==> config.mk <==
export PLATFORM = sky130hd
export DESIGN_NAME = vga_tile_scan
export DESIGN_NICKNAME = d
export VERILOG_FILES = /design/src/rtl/vga_tile_pkg.sv /design/src/rtl/vga_sync_counter.sv /design/src/rtl/vga_tile_scan.sv
export SDC_FILE = /design/constraint.sdc
export NUM_CORES = 1
export LEC_CHECK = 0
export ABC_AREA = 1
export CAP_MARGIN = 20
export CORE_MARGIN = 1.5
export CORE_UTILIZATION = 57
export CTS_CLUSTER_DIAMETER = 80
export DETAILED_ROUTE_END_ITERATION = 16
export PLACE_DENSITY = 0.88
export SLEW_MARGIN = 20
export SYNTH_ARGS = -nofsm -noshare
export SYNTH_HDL_FRONTEND = slang
export SYNTH_SLANG_ARGS = --single-unit
==> constraint.sdc <==
create_clock -name i_vgaclk -period 3.05 [get_ports i_vgaclk]
set_clock_uncertainty 0.15 [all_clocks]
set_input_delay 0.61 -clock i_vgaclk [delete_from_list [all_inputs] [get_ports i_vgaclk]]
set_output_delay 0.61 -clock i_vgaclk [all_outputs]
set_load 0.01 [all_outputs]
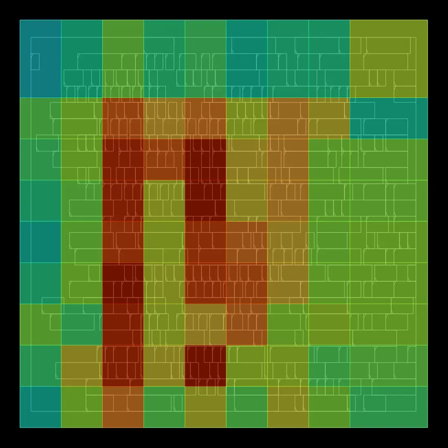
(images/congestion_map.png)
met2 GRT Util: 40.3%
met3 Usage GRT: 7.24%

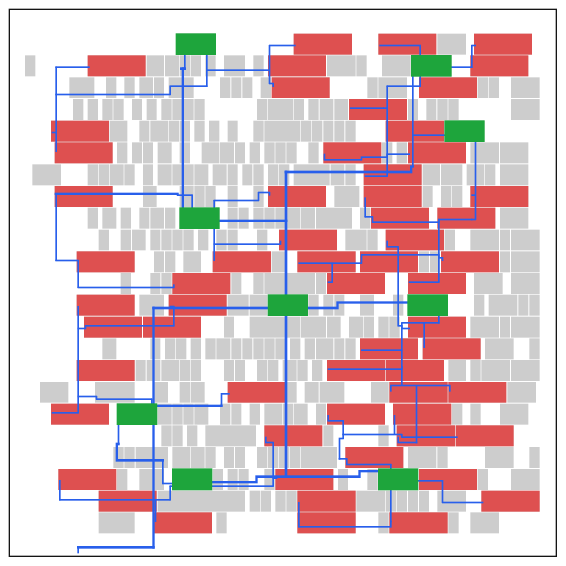
(images/clock_wires.png)
Drawn at 8 px/um.
[green] clock-net drivers | count: 9
[red] flip-flops | count: 60
[blue] clock wires | length: 702 um
flops lie	spread over the die
Worst-Skew Late Latency: 340 ps
power dissipated in the clock network: 0.000667 W
part of the power in the clock network: 44.0%

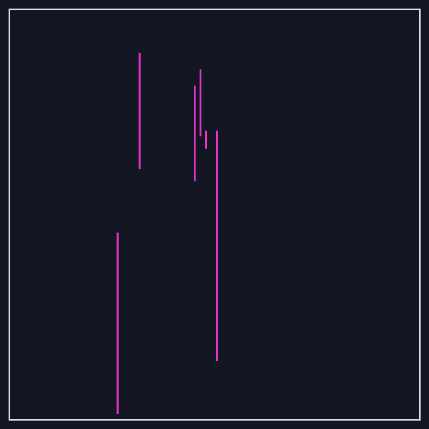
(images/m4.png)
Drawn at 6 px/um.
nets with wire on the layer	5
main direction	vertical
share of all routed wire	2.3%
wire length on this layer	116 um
wirelength, routed: 5040 um
vias after detailed routing: 2122

==> impl_report.txt <==
IMPLEMENTATION SUMMARY REPORT
----------------------------------------------------
[Final layout]
  Tally of clock buffers in the finished layout ........................ 10
  Fraction of final layout cells sized beyond drive strength 1 ........................ 7.36%
  Final antenna diode count ........................ 0
  Non-Clock Buffer Area Fraction ........................ 11.0%
  Layout multi-input combinational cell count ........................ 201
  Number of filler instances in the final layout ........................ 315
  Area of the multi-input gates ........................ 952 um^2
  Final non-filler cell total ........................ 417
  Post-layout net count ........................ 376
  Area added between synthesis and finish ........................ 21.7%
  Register Area ........................ 1200 um^2

[Synth]
  Top_reg_cell synth ........................ dfxtp_1
  Multiplexer fraction of the synthesized cell area ........................ 0%
  Post-synthesis async set-or-reset flop share ........................ 0%
  Syn. warnings ........................ 0
  Area share of xor/xnor cells in the synthesized design ........................ 1.08%

[Critical path]
  Delay of the slowest critical-path stage ........................ 520 ps
  Largest delay share family, worst path ........................ buffers and inverters
  Crit path top cell by count ........................ clkdlybuf4s50_1
  Crit path DAT ........................ 1710 ps
  Depth of the worst register-to-register path ........................ 11
  Cells along the critical path ........................ clkdlybuf4s50_1 -> nand2_1 -> inv_1 -> clkdlybuf4s50_1

[CTS]
  Post-cts gate resize count ........................ 0
  Clock buffer count from CTS ........................ 9
  H-Tree Depth ........................ 3

[STA]
  Final worst-path setup slack ........................ 585 ps
  Setup repair after global routing missed its margin ........................ no
  Minimum period implied by the final worst setup slack ........................ 2470 ps

[Routing]
  Met3 routed WL ........................ 422 um

[Pwr]
  Power per unit of standard cell area ........................ 514 nW/um^2
  Combinational Power Share ........................ 3.1%
  Group with the largest share of power ........................ sequential cells

[Status]
  Run status ........................ finished, final reports clean

[Floorplan]
  Total core area ........................ 4030 um^2
  Horizontal die dimension ........................ 68.2 um

----------------------------------------------------
No activity file was given, so power comes from the tool's default toggle rates.
